File: config.mk
export PLATFORM = sky130hd
export DESIGN_NAME = minv_operand_loader
export DESIGN_NICKNAME = d
export VERILOG_FILES = /design/src/rtl/minv_operand_loader.sv
export SDC_FILE = /design/constraint.sdc
export NUM_CORES = 1
export LEC_CHECK = 0
export ABC_AREA = 1
export CAP_MARGIN = 20
export CORE_AREA = 5 5 78 80
export DETAILED_ROUTE_END_ITERATION = 8
export DIE_AREA = 0 0 83 85
export PLACE_DENSITY = 0.68
export SYNTH_ARGS = -nofsm -noshare
export SYNTH_HDL_FRONTEND = slang
export SYNTH_SLANG_ARGS = --single-unit
File: constraint.sdc
create_clock -name clk -period 1.5 [get_ports clk]
set_input_delay 0.375 -clock clk [delete_from_list [all_inputs] [get_ports clk]]
set_output_delay 0.375 -clock clk [all_outputs]
set_load 0.005 [all_outputs]
File: src/rtl/minv_operand_loader.sv
// Streams P, U, V (and X1 in division mode) into the MINV/MDIV datapath, then
// starts the operation and reports completion. Optional macro: MINV_LOADER_ZCHK_EN.
module minv_operand_loader #(
  parameter int DW    = 32,
  parameter int WORDS = 8
) (
  input  logic          clk,
  input  logic          rst,
  input  logic          start_req,
  input  logic          mode_mdiv,
  input  logic          s_valid,
  input  logic [DW-1:0] s_data,
  output logic          s_ready,
  output logic [DW-1:0] datain,
  output logic          mux3_sel,
  output logic          regp_we,
  output logic          regp_cyc,
  output logic          regu_we,
  output logic          regu_cyc,
  output logic          regv_we,
  output logic          regv_cyc,
  output logic          regx1_we,
  output logic          regx1_cyc,
  output logic          minv_en,
  output logic          minv_mdiv,
  input  logic          minv_rdy,
  output logic          busy,
  output logic          done,
  output logic          err_zero
);

  localparam int CW = (WORDS > 1) ? $clog2(WORDS) : 1;
  localparam logic [CW-1:0] LAST_CNT = CW'(WORDS - 1);

  typedef enum logic [2:0] {
    S_IDLE  = 3'd0,
    S_LD_P  = 3'd1,
    S_LD_U  = 3'd2,
    S_LD_V  = 3'd3,
    S_LD_X1 = 3'd4,
    S_START = 3'd5,
    S_WAIT  = 3'd6
  } state_t;

  state_t        state_q, state_d;
  logic [CW-1:0] cnt_q, cnt_d;
  logic [DW-1:0] datain_q, datain_d;
  // strobe bits: [0]=P, [1]=U, [2]=V, [3]=X1
  logic [3:0]    strb_q, strb_d;
  logic          minv_en_q, minv_en_d;
  logic          done_q, done_d;
  logic          err_zero_q, err_zero_d;
  logic          mdiv_q, mdiv_d;
  logic          xfer_s;
  logic          last_word_s;
  logic          u_zero_s;

`ifdef MINV_LOADER_ZCHK_EN
  logic [DW-1:0] u_or_q, u_or_d;
  assign u_zero_s = (u_or_q == {DW{1'b0}});
`else
  assign u_zero_s = 1'b0;
`endif

  assign s_ready     = (state_q == S_LD_P) || (state_q == S_LD_U) ||
                       (state_q == S_LD_V) || (state_q == S_LD_X1);
  assign xfer_s      = s_valid & s_ready;
  assign last_word_s = (cnt_q == LAST_CNT);

  // Next-state, counter, datain capture and strobe generation
  always_comb begin
    state_d    = state_q;
    cnt_d      = cnt_q;
    datain_d   = datain_q;
    strb_d     = 4'b0000;
    minv_en_d  = 1'b0;
    done_d     = 1'b0;
    err_zero_d = 1'b0;
    mdiv_d     = mdiv_q;
`ifdef MINV_LOADER_ZCHK_EN
    u_or_d     = u_or_q;
`endif

    if (xfer_s) begin
      datain_d = s_data;
      if (last_word_s) begin
        cnt_d = {CW{1'b0}};
      end else begin
        cnt_d = cnt_q + CW'(1);
      end
    end else begin
      datain_d = datain_q;
    end

    case (state_q)
      S_IDLE: begin
        if (start_req) begin
          mdiv_d  = ~mode_mdiv;
          cnt_d   = {CW{1'b0}};
`ifdef MINV_LOADER_ZCHK_EN
          u_or_d  = {DW{1'b0}};
`endif
          state_d = S_LD_P;
        end else begin
          state_d = S_IDLE;
        end
      end
      S_LD_P: begin
        if (xfer_s) begin
          strb_d = 4'b0001;
          if (last_word_s) state_d = S_LD_U;
          else             state_d = S_LD_P;
        end else begin
          state_d = S_LD_P;
        end
      end
      S_LD_U: begin
        if (xfer_s) begin
          strb_d = 4'b0010;
`ifdef MINV_LOADER_ZCHK_EN
          u_or_d = u_or_q | s_data;
`endif
          if (last_word_s) state_d = S_LD_V;
          else             state_d = S_LD_U;
        end else begin
          state_d = S_LD_U;
        end
      end
      // V is the final operand in inversion mode (mdiv_q=1)
      S_LD_V: begin
        if (xfer_s) begin
          strb_d = 4'b0100;
          if (last_word_s && !mdiv_q) begin
            state_d = S_LD_X1;
          end else if (last_word_s && u_zero_s) begin
            state_d    = S_IDLE;
            done_d     = 1'b1;
            err_zero_d = 1'b1;
          end else if (last_word_s) begin
            state_d = S_START;
          end else begin
            state_d = S_LD_V;
          end
        end else begin
          state_d = S_LD_V;
        end
      end
      S_LD_X1: begin
        if (xfer_s) begin
          strb_d = 4'b1000;
          if (last_word_s && u_zero_s) begin
            state_d    = S_IDLE;
            done_d     = 1'b1;
            err_zero_d = 1'b1;
          end else if (last_word_s) begin
            state_d = S_START;
          end else begin
            state_d = S_LD_X1;
          end
        end else begin
          state_d = S_LD_X1;
        end
      end
      S_START: begin
        minv_en_d = 1'b1;
        state_d   = S_WAIT;
      end
      S_WAIT: begin
        if (minv_rdy) begin
          done_d  = 1'b1;
          state_d = S_IDLE;
        end else begin
          state_d = S_WAIT;
        end
      end
      default: begin
        state_d = S_IDLE;
      end
    endcase
  end

  // State and registered-output flops
  always_ff @(posedge clk) begin
    if (rst) begin
      state_q    <= S_IDLE;
      cnt_q      <= {CW{1'b0}};
      datain_q   <= {DW{1'b0}};
      strb_q     <= 4'b0000;
      minv_en_q  <= 1'b0;
      done_q     <= 1'b0;
      err_zero_q <= 1'b0;
      mdiv_q     <= 1'b1;
`ifdef MINV_LOADER_ZCHK_EN
      u_or_q     <= {DW{1'b0}};
`endif
    end else begin
      state_q    <= state_d;
      cnt_q      <= cnt_d;
      datain_q   <= datain_d;
      strb_q     <= strb_d;
      minv_en_q  <= minv_en_d;
      done_q     <= done_d;
      err_zero_q <= err_zero_d;
      mdiv_q     <= mdiv_d;
`ifdef MINV_LOADER_ZCHK_EN
      u_or_q     <= u_or_d;
`endif
    end
  end

  assign datain    = datain_q;
  assign mux3_sel  = 1'b0;
  assign regp_we   = strb_q[0];
  assign regp_cyc  = strb_q[0];
  assign regu_we   = strb_q[1];
  assign regu_cyc  = strb_q[1];
  assign regv_we   = strb_q[2];
  assign regv_cyc  = strb_q[2];
  assign regx1_we  = strb_q[3];
  assign regx1_cyc = strb_q[3];
  assign minv_en   = minv_en_q;
  assign minv_mdiv = mdiv_q;
  assign busy      = (state_q != S_IDLE);
  assign done      = done_q;

`ifdef MINV_LOADER_ZCHK_EN
  assign err_zero = err_zero_q;
`else
  // err_zero_q is always 0 in this build; keep it read to avoid a dangling flop
  assign err_zero = err_zero_q & 1'b0;
`endif

endmodule

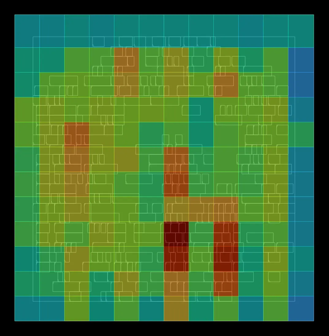
*Track usage over the die*
GRT met1 Usage: 13.19%
GR peak layer: met2
met3 track demand over resource: 6.893%
fin util: 53.12%

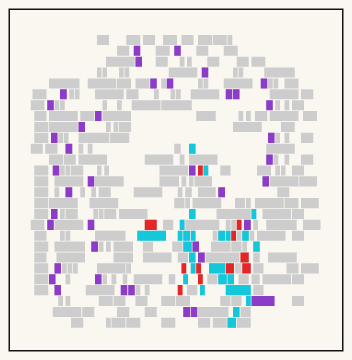
*Gate-type map*
(4 px per um)
color	family	cells	most used
cyan	NAND gates	25	nand2_1
purple	inverting AOI/OAI gates	40	o21ai_0
red	inverters	11	inv_1
multi-input gate share of total cell area: 24.89%
Finished Layout Cells: 387
most common logic cell in the routed design: nor2_1

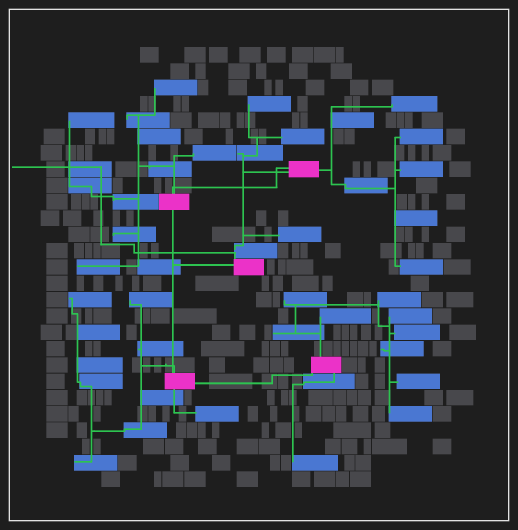
*Clock network drawn from the DEF*
(6 px per um)
[magenta] clock drivers | count: 5
[green] clock wires | length: 534 um
[blue] flip-flops | count: 45
routed clock nets	6
Clock group: 0.738 mW
clock skew: 0.003697 ns
Insertion Delay late pin: 0.29 ns
Clk pwr share: 30.1%

==> results.json <==
{
  "status": "finished, final reports clean",
  "pwr-share-seq_pct": 52.7,
  "lay_top_cells": "nor2_1 (76), dlygate4sd2_1 (39), clkdlybuf4s50_1 (37)",
  "top_area_cell_class": "non-clock buffers",
  "wl_per_cell_um": 11.33,
  "path_buffers": 2,
  "grt_pass1_vias": 1689,
  "cts_resized": 54,
  "synthArstFlopShare_pct": 0,
  "synthDistinctLibCells": 22,
  "finalClockPeriodUsage_pct": 92.76,
  "yosys_cells": 221,
  "comb_cells": 150,
  "r2r_cells": 8,
  "worstReg2RegStart": "state_q[1]",
  "clkCellAreaFrac_pct": 3.045,
  "clkSinkCount": 45,
  "peakVddDrop_mv": 0.5959,
  "flop-count": 45,
  "synth_chip_area_um2": 1772,
  "logic_family": "simple AND/OR/NAND/NOR gates",
  "power.leakage_nw": 1.375,
  "tapCellCount": 72,
  "powerComb_mw": 0.422,
  "buf_share_pct": 34.47,
  "r2r_slack_ns": 0.18,
  "synth-xor-area-share_pct": 0,
  "crit_chain": "inv_4 -> nand3_1 -> clkdlybuf4s15_1",
  "syn_area_um2": 1772,
  "diodes": 0,
  "grt_max_degree": 20,
  "seq_share_pct": 32.52,
  "synthCells": 221,
  "drv_slew": 0,
  "ys_top_cells_by_area": "dfxtp_1 (51%), nor2_1 (16%), o21ai_0 (8.8%), buf_6 (3.8%), buf_4 (3.0%)",
  "simple_gate_share_pct": 26.06,
  "top_cell_area_share_pct": 50.85,
  "cp_slowest_stage_delay_ns": 0.38,
  "clk_pin_slew_worst_paths_ns": 0.08,
  "logic_area_um2": 705.7
}
Power figures rest on the tool's default switching activity, not on a simulated workload.
